<file path="src/rtl/avalon_st_pkt_tx.sv">
// avalon_st_pkt_tx: Avalon-ST packet transmitter.
// Captures a bank of up to BEATS words on a load request and streams them out
// as one packet (valid/ready, sop/eop, empty) with ready latency 0.
// Optional packet counter: define AVST_TX_PKT_CNT_EN to add o_pkt_count.
module avalon_st_pkt_tx #(
    parameter int WIDTH   = 64,
    parameter int BEATS   = 4,
    parameter int EMPTY_W = $clog2(WIDTH/8),
    parameter int LEN_W   = $clog2(BEATS) + 1
`ifdef AVST_TX_PKT_CNT_EN
    ,
    parameter int CNT_W   = 32
`endif
) (
    input  logic                         i_clk,
    input  logic                         i_rst,
    input  logic                         i_load,
    input  logic [BEATS-1:0][WIDTH-1:0]  i_load_data,
    input  logic [LEN_W-1:0]             i_load_beats,
    input  logic [EMPTY_W-1:0]           i_load_empty,
    output logic                         o_busy,
    output logic                         o_load_err,
`ifdef AVST_TX_PKT_CNT_EN
    output logic [CNT_W-1:0]             o_pkt_count,
`endif
    output logic [WIDTH-1:0]             o_data,
    output logic                         o_valid,
    input  logic                         i_ready,
    output logic                         o_sop,
    output logic                         o_eop,
    output logic [EMPTY_W-1:0]           o_empty
);

    localparam int IDX_W = (BEATS > 1) ? $clog2(BEATS) : 1;

    localparam logic [0:0] ST_IDLE = 1'b0;
    localparam logic [0:0] ST_SEND = 1'b1;

    logic [0:0]                  r_state;
    logic [BEATS-1:0][WIDTH-1:0] r_bank;
    logic [LEN_W-1:0]            r_last;
    logic [EMPTY_W-1:0]          r_empty;
    logic [IDX_W-1:0]            r_idx;
    logic                        r_load_err;

    logic                        w_send;
    logic                        w_legal;
    logic                        w_eop;

    assign w_send  = (r_state == ST_SEND);
    assign w_legal = (i_load_beats != '0) && (i_load_beats <= LEN_W'(BEATS));
    assign w_eop   = w_send && (LEN_W'(r_idx) == r_last);

    // Packet capture in IDLE, beat sequencing in SEND; loads while sending are dropped.
    always_ff @(posedge i_clk) begin
        if (i_rst) begin
            r_state    <= ST_IDLE;
            r_bank     <= '0;
            r_last     <= '0;
            r_empty    <= '0;
            r_idx      <= '0;
            r_load_err <= 1'b0;
        end else begin
            r_load_err <= 1'b0;
            case (r_state)
                ST_IDLE: begin
                    if (i_load) begin
                        if (w_legal) begin
                            r_bank  <= i_load_data;
                            r_last  <= i_load_beats - LEN_W'(1);
                            r_empty <= i_load_empty;
                            r_idx   <= '0;
                            r_state <= ST_SEND;
                        end else begin
                            r_load_err <= 1'b1;
                        end
                    end
                end
                ST_SEND: begin
                    if (i_ready) begin
                        if (w_eop) begin
                            r_idx   <= '0;
                            r_state <= ST_IDLE;
                        end else begin
                            r_idx <= r_idx + IDX_W'(1);
                        end
                    end
                end
                default: r_state <= ST_IDLE;
            endcase
        end
    end

    // Outputs decode purely from registered state, so valid never follows ready.
    assign o_valid    = w_send;
    assign o_busy     = w_send;
    assign o_data     = w_send ? r_bank[r_idx] : '0;
    assign o_sop      = w_send && (r_idx == '0);
    assign o_eop      = w_eop;
    assign o_empty    = w_eop ? r_empty : '0;
    assign o_load_err = r_load_err;

`ifdef AVST_TX_PKT_CNT_EN
    logic [CNT_W-1:0] r_pkt_count;

    // Count completed packets (accepted eop beats); wraps naturally.
    always_ff @(posedge i_clk) begin
        if (i_rst) begin
            r_pkt_count <= '0;
        end else if (w_eop && i_ready) begin
            r_pkt_count <= r_pkt_count + CNT_W'(1);
        end
    end

    assign o_pkt_count = r_pkt_count;
`endif

endmodule
</file>
<file path="config.mk">
export PLATFORM = sky130hd
export DESIGN_NAME = avalon_st_pkt_tx
export DESIGN_NICKNAME = d
export VERILOG_FILES = /design/src/rtl/avalon_st_pkt_tx.sv
export SDC_FILE = /design/constraint.sdc
export NUM_CORES = 1
export LEC_CHECK = 0
export CAP_MARGIN = 10
export CORE_UTILIZATION = 54
export CTS_BUF_LIST = sky130_fd_sc_hd__clkbuf_8
export DETAILED_ROUTE_END_ITERATION = 7
export HOLD_SLACK_MARGIN = 0.08
export PLACE_DENSITY = 0.95
export SLEW_MARGIN = 0
export SYNTH_ARGS = -nofsm -noshare
export SYNTH_HDL_FRONTEND = slang
export SYNTH_SLANG_ARGS = --single-unit
</file>
<file path="constraint.sdc">
create_clock -name i_clk -period 5.4 [get_ports i_clk]
set_clock_uncertainty 0.15 [all_clocks]
set_input_delay 1.35 -clock i_clk [delete_from_list [all_inputs] [get_ports i_clk]]
set_output_delay 1.35 -clock i_clk [all_outputs]
set_load 0.02 [all_outputs]
</file>
clock_map.png
Drawn at 3 px/um.
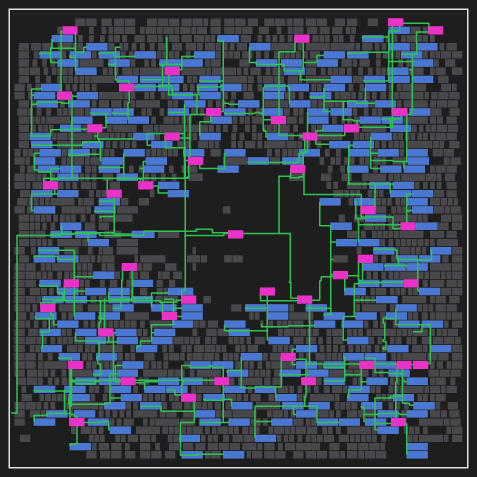
[green] clock wires | length: 3190 um
[magenta] cells driving clock nets | count: 44
[blue] flip-flops | count: 266
flops lie: spread over the die
clock share of power: 37.3%
clock insertion delay at the later pin of the skew report: 520 ps
total clock network power: 1.73 mW

final_congestion.png
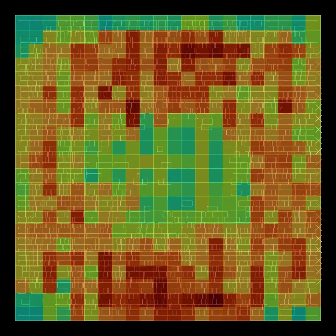
met2 track utilization from global routing: 52.7%
layer carrying the most global-route usage: met2

wire_density.png
Drawn at 2 px/um. 30 x 30 tiles, from white (low) to dark blue (high), scaled to the fullest tile. Values are wire area over tile area, all layers added.
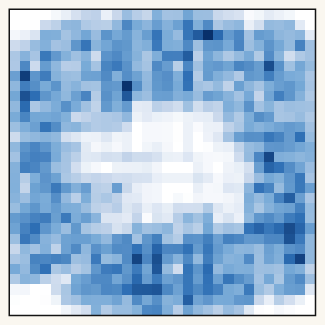
emptiest ninth of the die: center
nearly empty tiles: 5.1%
mean over tiles: 0.27
fullest tile: 0.67
detailed-route wire length per cell: 19.5 um
DR vias: 12.0k
aggregate routed wire length: 37.3 mm
total global routing track utilization: 31.4%

==> flow_metrics.tcl <==
# yosys + openroad results
set metrics [dict create \
    die_x_um 152 \
    failing_checks "DRC" \
    design_area_um2 16200 \
    slew_headroom_pct 35.3 \
    gr-usage-met1_pct 37.9 \
    power.sequential.total_mw 2.15 \
    power_leader "registers" \
    clk_pin_slew_ps 60 \
    share_of_final_layout_standard_cells_stronger_than_drive_strength_1_pct 8.89 \
    leakage_nw 5.45 \
    cp_max_fanout 40 \
    floorplan.die_area_um2 23200 \
    synth_async_sr_flop_share_pct 0 \
    comb-power_mw 0.758 \
    worst-setup-path-type "flip-flop to primary output" \
    outcome "finished with violations" \
    largest_register "r_bank" \
    antenna_cells 0 \
    syn_area_per_cell_um2 8.87 \
    cts-buffers-inserted 44 \
    drc 24 \
    cts.repair.resized 0 \
    seqAreaFraction_pct 33.0 \
    metal3_wl_mm 3.12 \
    place.detailed.instances 1836 \
    register_share_of_total_power_pct 46.3 \
    antenna_found_initial 0 \
    floorplan.tapcells 280 \
    nets 1870 \
    vdd_drop_max_uv 192 \
    postCtsHoldBufs 0 \
    signal_buffer_area_fraction_pct 22.1 \
    top_area_cell_class "combinational gates" \
    synthesis.yosys.warnings 0 \
    timing.final.crit_period_ps 4440 \
    yosysMostFrequentCell "sky130_fd_sc_hd__dfxtp_1" \
    routedLengthMet1_mm 13.9 \
    min_period_over_period_pct 82.2 \
    max_reg_flops 256 \
    routed_via_density 6.30 \
    cts_tree "built" \
    ys_seq_share_pct 43.6 \
    netlist.area_leader.share_pct 43.6 \
    whs_ps 323 \
    worstHoldPathType "flip-flop to flip-flop" \
    tool_warnings 44 \
    fin_ws_ps 962 \
    largestRegisters "r_bank (256), r_empty (3), r_last (3)" \
    synthDistinctLibCells 31 \
    yosysChipArea_um2 12200 \
    synthXorXnorAreaFrac_pct 0.349 \
    pwr-share-comb_pct 16.3 \
    register_area_um2 5330 \
    n_all_buffers 350 \
    final_layout_top_logic_cells "sky130_fd_sc_hd__clkdlybuf4s50_1 (336), sky130_fd_sc_hd__dfxtp_1 (263), sky130_fd_sc_hd__a21oi_1 (262), sky130_fd_sc_hd__nand3_1 (259), sky130_fd_sc_hd__o21ai_0 (248)" \
    tns_ps 0 \
    cts.path.max_buffers 3 \
    synth.area.top_cells "sky130_fd_sc_hd__dfxtp_1 (44%), sky130_fd_sc_hd__mux4_2 (12%), sky130_fd_sc_hd__a21oi_1 (11%), sky130_fd_sc_hd__nand3_1 (11%), sky130_fd_sc_hd__o21ai_0 (10%)" \
    layout.filler_cells 1474 \
    place_worst_setup_slack_ps 1410 \
    finalMaxSlewViolations 0 \
]
port_nets.png
Drawn at 3 px/um.
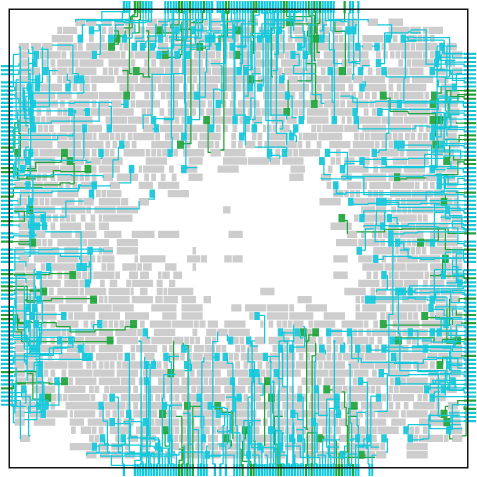
| color | port | bits | direction | edge | end cells | buffers | wire |
|---|---|---|---|---|---|---|---|
| green | o_data | 64 | output | 19 east, 17 north, 15 south, 13 west | 64 | 64 | 1570 um |
| cyan | i_load_data | 256 | input | 70 east, 66 west, 62 south, 58 north | 256 | 256 | 7840 um |
I/O Pins: 338
tally of buffers added on design ports: 337

gate_families.png
Drawn at 2 px/um.
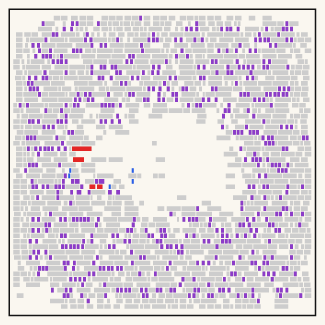
| color | family | cells |
|---|---|---|
| blue | inverters | 5 |
| purple | inverting AOI/OAI gates | 526 |
| red | XOR/XNOR gates | 4 |
number of non-filler instances in the completed layout: 1911
most frequent logic cell in the layout: sky130_fd_sc_hd__clkdlybuf4s50_1

Power is estimated from default activity; no workload was simulated.
